--- config.mk ---
export PLATFORM = sky130hd
export DESIGN_NAME = video_path_sequencer
export DESIGN_NICKNAME = d
export VERILOG_FILES = /design/src/rtl/bkm_video_pkg.sv /design/src/rtl/sync_edge_detector.sv /design/src/rtl/video_path_sequencer.sv
export SDC_FILE = /design/constraint.sdc
export NUM_CORES = 1
export LEC_CHECK = 0
export CAP_MARGIN = 20
export CORE_MARGIN = 1.5
export CORE_UTILIZATION = 53
export CTS_CLUSTER_DIAMETER = 40
export DETAILED_ROUTE_END_ITERATION = 7
export GPL_TIMING_DRIVEN = 0
export PLACE_DENSITY = 0.73
export SLEW_MARGIN = 20
export SYNTH_ARGS = -nofsm -noshare
export SYNTH_HDL_FRONTEND = slang
export SYNTH_HIERARCHICAL = 1
export SYNTH_SLANG_ARGS = --single-unit
export TNS_END_PERCENT = 100
--- constraint.sdc ---
create_clock -name clk_50mhz_in -period 2.27 [get_ports clk_50mhz_in]
set_input_delay 0.227 -clock clk_50mhz_in [delete_from_list [all_inputs] [get_ports clk_50mhz_in]]
set_output_delay 0.227 -clock clk_50mhz_in [all_outputs]
set_load 0.02 [all_outputs]
--- src/rtl/bkm_video_pkg.sv ---
// Shared types and constants for the analogue video path sequencer.
package bkm_video_pkg;

  // Sequencer states; encodings are fixed so other blocks can decode them.
  typedef enum logic [1:0] {
    NOSIG   = 2'd0,
    MUTE    = 2'd1,
    ACQUIRE = 2'd2,
    LOCKED  = 2'd3
  } state_t;

  // Lowest format code treated as HD when deciding Y/G normalisation.
  localparam logic [7:0] FMT_HD_MIN = 8'h06;

  // Y/G normalise enable: RGB follows the sync-source select, component
  // follows the SD/HD split of the detected format; both are active-low sources.
  function automatic logic calc_norm_y_g(input logic       rgb_comp,
                                         input logic       int_ext,
                                         input logic [7:0] fmt);
    return ~(rgb_comp ? int_ext : (fmt >= FMT_HD_MIN));
  endfunction

endpackage

--- src/rtl/sync_edge_detector.sv ---
// Two-flop synchroniser for an asynchronous level, followed by a registered
// one-clock pulse on each falling edge of the synchronised level.
module sync_edge_detector #(
  parameter logic RESET_LEVEL = 1'b1
) (
  input  logic i_clk,
  input  logic i_rst_n,
  input  logic i_async,
  output logic o_fall
);

  logic r_meta;
  logic r_sync;
  logic r_sync_d;
  logic r_fall;

  // Synchronise the pin, keep one cycle of history and register the falling-edge pulse.
  always_ff @(posedge i_clk or negedge i_rst_n) begin
    if (!i_rst_n) begin
      r_meta   <= RESET_LEVEL;
      r_sync   <= RESET_LEVEL;
      r_sync_d <= RESET_LEVEL;
      r_fall   <= 1'b0;
    end else begin
      r_meta   <= i_async;
      r_sync   <= r_meta;
      r_sync_d <= r_sync;
      r_fall   <= r_sync_d & ~r_sync;
    end
  end

  assign o_fall = r_fall;

endmodule

--- src/rtl/video_path_sequencer.sv ---
// Sequences the analogue video path through signal loss, re-acquisition and
// steady display: mutes while anything is unsettled, unmutes only after the
// format has been stable for STABLE_FRAMES vsyncs.
module video_path_sequencer
  import bkm_video_pkg::*;
#(
  parameter int MUTE_CYCLES   = 50000,
  parameter int STABLE_FRAMES = 4,
  parameter int VS_TIMEOUT    = 5000000
) (
  input  logic       clk_50mhz_in,
  input  logic       reset_x,
  input  logic       signal_present,
  input  logic       vsync_in_x,
  input  logic [7:0] video_format,
  input  logic       rgb_comp_x,
  input  logic       int_ext_x,
  input  logic       host_req,
  output logic       host_ack,
  output logic       video_mute,
  output logic       locked,
  output logic [7:0] format_latched,
  output logic       norm_y_g
);

  localparam int MW = $clog2(MUTE_CYCLES + 1);
  localparam int FW = $clog2(STABLE_FRAMES + 1);
  localparam int WW = $clog2(VS_TIMEOUT + 1);
  localparam logic [MW-1:0] MUTE_LOAD  = MW'(MUTE_CYCLES - 1);
  localparam logic [FW-1:0] FRAMES_MAX = FW'(STABLE_FRAMES);
  localparam logic [WW-1:0] WD_LAST    = WW'(VS_TIMEOUT - 1);

  state_t          r_state;
  state_t          w_state_next;
  logic [MW-1:0]   r_mute_cnt;
  logic [FW-1:0]   r_frame_cnt;
  logic [FW-1:0]   w_frame_inc;
  logic [FW-1:0]   w_frame_seen;
  logic [7:0]      r_candidate;
  logic [WW-1:0]   r_wd_cnt;
  logic [7:0]      r_format_latched;
  logic            r_norm_y_g;
  logic            r_host_ack;
  logic            r_req_armed;
  logic            r_rgb_d;
  logic            r_int_d;
  logic            r_video_mute;
  logic            r_locked;
  logic            w_vs_edge;
  logic            w_accept;
  logic            w_wd_fire;
  logic            w_lock_hit;
  logic            w_cfg_change;

  sync_edge_detector #(.RESET_LEVEL(1'b1)) u_vs_edge (
    .i_clk   (clk_50mhz_in),
    .i_rst_n (reset_x),
    .i_async (vsync_in_x),
    .o_fall  (w_vs_edge)
  );

  // A request is taken once per high phase of host_req, and never while the signal is lost.
  assign w_accept     = signal_present & host_req & r_req_armed;
  // A vsync arriving in the same cycle means the timeout did not really expire.
  assign w_wd_fire    = (r_wd_cnt == WD_LAST) && !w_vs_edge;
  assign w_cfg_change = (rgb_comp_x != r_rgb_d) || (int_ext_x != r_int_d);
  assign w_lock_hit   = (r_state == ACQUIRE) && w_vs_edge && (w_frame_seen == FRAMES_MAX);

  // Frame count this vsync would produce: extend a matching run or restart at one.
  always_comb begin
    w_frame_inc  = (r_frame_cnt == FRAMES_MAX) ? FRAMES_MAX : r_frame_cnt + 1'b1;
    w_frame_seen = (video_format == r_candidate) ? w_frame_inc : FW'(1);
  end

  // Next-state: signal loss beats host request, which beats the state-local rules.
  always_comb begin
    w_state_next = r_state;
    if (!signal_present) begin
      w_state_next = NOSIG;
    end else if (w_accept) begin
      w_state_next = MUTE;
    end else begin
      case (r_state)
        NOSIG:   w_state_next = MUTE;
        MUTE:    if (r_mute_cnt == '0) w_state_next = ACQUIRE;
        ACQUIRE: if (w_lock_hit) w_state_next = LOCKED;
        LOCKED:  if ((w_vs_edge && (video_format != r_format_latched)) ||
                     w_wd_fire || w_cfg_change) w_state_next = MUTE;
        default: w_state_next = NOSIG;
      endcase
    end
  end

  // State register.
  always_ff @(posedge clk_50mhz_in or negedge reset_x) begin
    if (!reset_x) r_state <= NOSIG;
    else          r_state <= w_state_next;
  end

  // Mute hold counter: reloaded on every entry into MUTE (including a host re-entry), stops at zero.
  always_ff @(posedge clk_50mhz_in or negedge reset_x) begin
    if (!reset_x) begin
      r_mute_cnt <= '0;
    end else if ((w_state_next == MUTE) && ((r_state != MUTE) || w_accept)) begin
      r_mute_cnt <= MUTE_LOAD;
    end else if ((r_state == MUTE) && (r_mute_cnt != '0)) begin
      r_mute_cnt <= r_mute_cnt - 1'b1;
    end
  end

  // Format stability tracking; held cleared outside ACQUIRE so every acquisition starts fresh.
  always_ff @(posedge clk_50mhz_in or negedge reset_x) begin
    if (!reset_x) begin
      r_frame_cnt <= '0;
      r_candidate <= 8'h00;
    end else if (r_state != ACQUIRE) begin
      r_frame_cnt <= '0;
      r_candidate <= 8'h00;
    end else if (w_vs_edge) begin
      r_frame_cnt <= w_frame_seen;
      r_candidate <= video_format;
    end else if (w_wd_fire) begin
      r_frame_cnt <= '0;
    end
  end

  // Latch the format only when the lock actually happens; a simultaneous signal loss blocks it.
  always_ff @(posedge clk_50mhz_in or negedge reset_x) begin
    if (!reset_x)
      r_format_latched <= 8'h00;
    else if (w_lock_hit && (w_state_next == LOCKED))
      r_format_latched <= video_format;
  end

  // Vsync watchdog: restarts on vsync, on any state change and after firing, so it never wraps.
  always_ff @(posedge clk_50mhz_in or negedge reset_x) begin
    if (!reset_x)
      r_wd_cnt <= '0;
    else if (w_vs_edge || (w_state_next != r_state) || w_wd_fire)
      r_wd_cnt <= '0;
    else
      r_wd_cnt <= r_wd_cnt + 1'b1;
  end

  // Host handshake: one ack per accepted request, re-armed once host_req has been seen low.
  always_ff @(posedge clk_50mhz_in or negedge reset_x) begin
    if (!reset_x) begin
      r_host_ack  <= 1'b0;
      r_req_armed <= 1'b1;
    end else begin
      r_host_ack <= w_accept;
      if (w_accept)      r_req_armed <= 1'b0;
      else if (!host_req) r_req_armed <= 1'b1;
    end
  end

  // Registered outputs and config history; normalise only moves while the path is muted.
  always_ff @(posedge clk_50mhz_in or negedge reset_x) begin
    if (!reset_x) begin
      r_video_mute <= 1'b1;
      r_locked     <= 1'b0;
      r_norm_y_g   <= 1'b0;
      r_rgb_d      <= 1'b0;
      r_int_d      <= 1'b0;
    end else begin
      r_video_mute <= (r_state != LOCKED);
      r_locked     <= (r_state == LOCKED);
      r_rgb_d      <= rgb_comp_x;
      r_int_d      <= int_ext_x;
      if (r_state == MUTE)
        r_norm_y_g <= calc_norm_y_g(rgb_comp_x, int_ext_x, video_format);
    end
  end

  assign host_ack       = r_host_ack;
  assign video_mute     = r_video_mute;
  assign locked         = r_locked;
  assign format_latched = r_format_latched;
  assign norm_y_g       = r_norm_y_g;

endmodule

wires.png
Scale bar: 20 um.
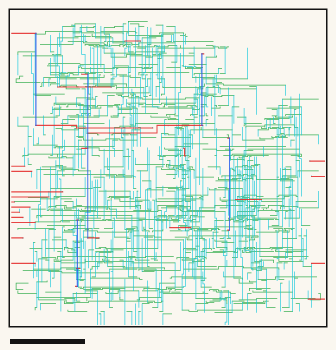
Key: blue = metal 4 [wire length 129 um]; red = metal 3 [wire length 186 um]; green = metal 1 [wire length 3160 um]; cyan = metal 2 [wire length 3100 um]

placement_by_type.png
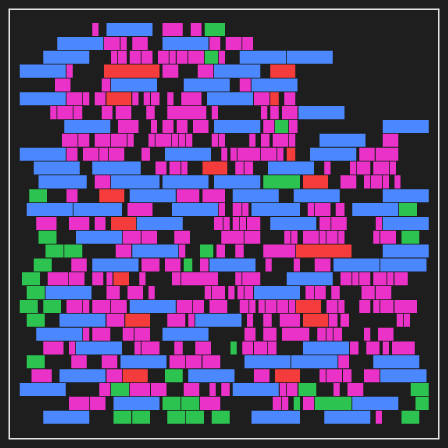
Key: blue = sequential cells [cells 71, share of their area 44%]; green = remaining buffers and delay cells [cells 35, share of their area 8.5%]; magenta = combinational and other logic [cells 255, share of their area 42%]; red = clock drivers and dummy loads [cells 16, share of their area 5.7%]

==> impl_metrics.json <==
{
  "routabilityCongestion": 0.842,
  "wire_per_inst_um": 14.5,
  "drt_pass1_iterations": 6,
  "floorplan.core_util": 0.549,
  "gr-usage-met1": 0.270,
  "top_layer": "met4",
  "clock_cell_area_share": 0.0553,
  "hold_slack_ps": 244,
  "nFillCells": 491,
  "hold_buffers": 1,
  "warnings": 29,
  "via_per_inst": 5.40,
  "p_total_mw": 2.68,
  "p_leak_nw": 1.73,
  "worstPathArrival_ps": 2410,
  "num_rows": 29,
  "dominant_cells": "sequential cells",
  "drc": 0,
  "die_area_um2": 7070,
  "pre_cts_slack_ps": -441,
  "crit_cells": 6,
  "yosys.area_share.simple": 0.208,
  "design_area_um2": 4170,
  "rsz0062_at_grt": "yes",
  "grt.met2_usage": 0.319,
  "met3_length_um": 185,
  "grt_usage": 0.202,
  "p_seq_frac": 0.492,
  "setup_violations": 0,
  "wl_met1_um": 3160,
  "critPathLaunchType": "register",
  "largest-register": "r_wd_cnt",
  "maxClockFrequency_mhz": 458,
  "cts-root-buf": "clkbuf_8",
  "syn_nets": 351,
  "critical_path.startpoint": "r_mute_cnt[2]",
  "cp-endpoint": "r_mute_cnt[11]",
  "utilization": 0.656,
  "cp.buffers_inverters": 0,
  "n_all_inverters": 12,
  "cp-end-kind": "register",
  "grt_busiest_layer": "met2",
  "largest_reg_flops": 23,
  "seq_share": 0.428,
  "finalSetupTns_ps": 0,
  "p_switching_mw": 0.614,
  "fin_crit_ps": 2180,
  "worst_path_dominant_cell_family": "simple AND/OR/NAND/NOR gates",
  "port_buffers": 25,
  "grt.overflow.total": 0,
  "synthFlopType": "dfrtp_1",
  "pwr-share-comb": 0.079,
  "switching_share": 0.229,
  "critical-path-top-cell-by-count": "nor4_1",
  "top_area_frac": 0.474,
  "grt_pass1_wl_um": 11400,
  "cp_max_fo": 5,
  "grt_max_degree": 39,
  "clk_path_buf_depth": 2,
  "slew_viol_final": 0,
  "crit_path_cell_trace": "nor4_1, nand3_1, nor4_1, nor2b_1, xnor2_1, nor2_1",
  "antenna_found_initial": 0,
  "hp-start": "signal_present",
  "top_area_cell": "dfrtp_1",
  "outcome": "finished clean",
  "syn_inst": 331,
  "clock_buffers": 11,
  "first_global_vias": 2512,
  "seq_cells": 71,
  "dpl.hpwl_um": 4580,
  "tightest_slew_ps": 864,
  "ys_ff": 71,
  "num-nonclk-buffers": 35,
  "synthToLayoutAreaGrowth_pct": 19.6,
  "yosys.stat.seqShare": 0.512,
  "syn_avg_cell_area_um2": 10.5,
  "clock-sinks": 71,
  "diodes": 0,
  "adder_share": 0.0180,
  "relSlewSlack": 0.418,
  "regArea_um2": 1780,
  "ys_cells": 331,
  "final_common_cell": "dfrtp_1"
}
power_grid.png
Scale bar: 20 um. Pins as bars on the die edge.
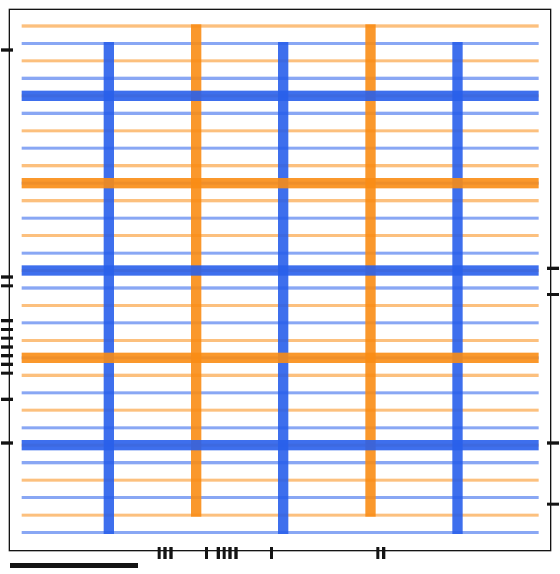
Key: orange = VDD; blue = VSS
5 straps on met4. 5 straps on met5.
Die Wd: 84.1 um
Core ar.: 6350 um^2
peak supply drop: 0.000415 V
DIE HEIGHT: 84.1 um

clk_routes.png
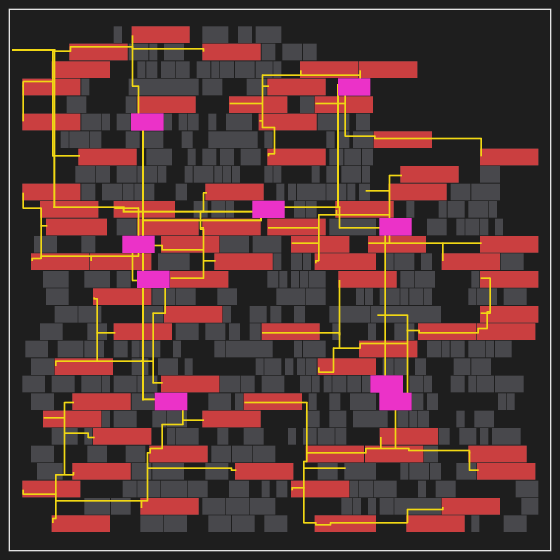
Key: magenta = clock drivers [count 9]; yellow = clock wires [length 841 um]; red = flip-flops [count 71]
Position of the flops: all over the die.
Clk pwr share: 0.430
Setup Skew: 10.1 ps
Worst-Skew Late Latency: 340 ps

No activity file was given, so power comes from the tool's default toggle rates.
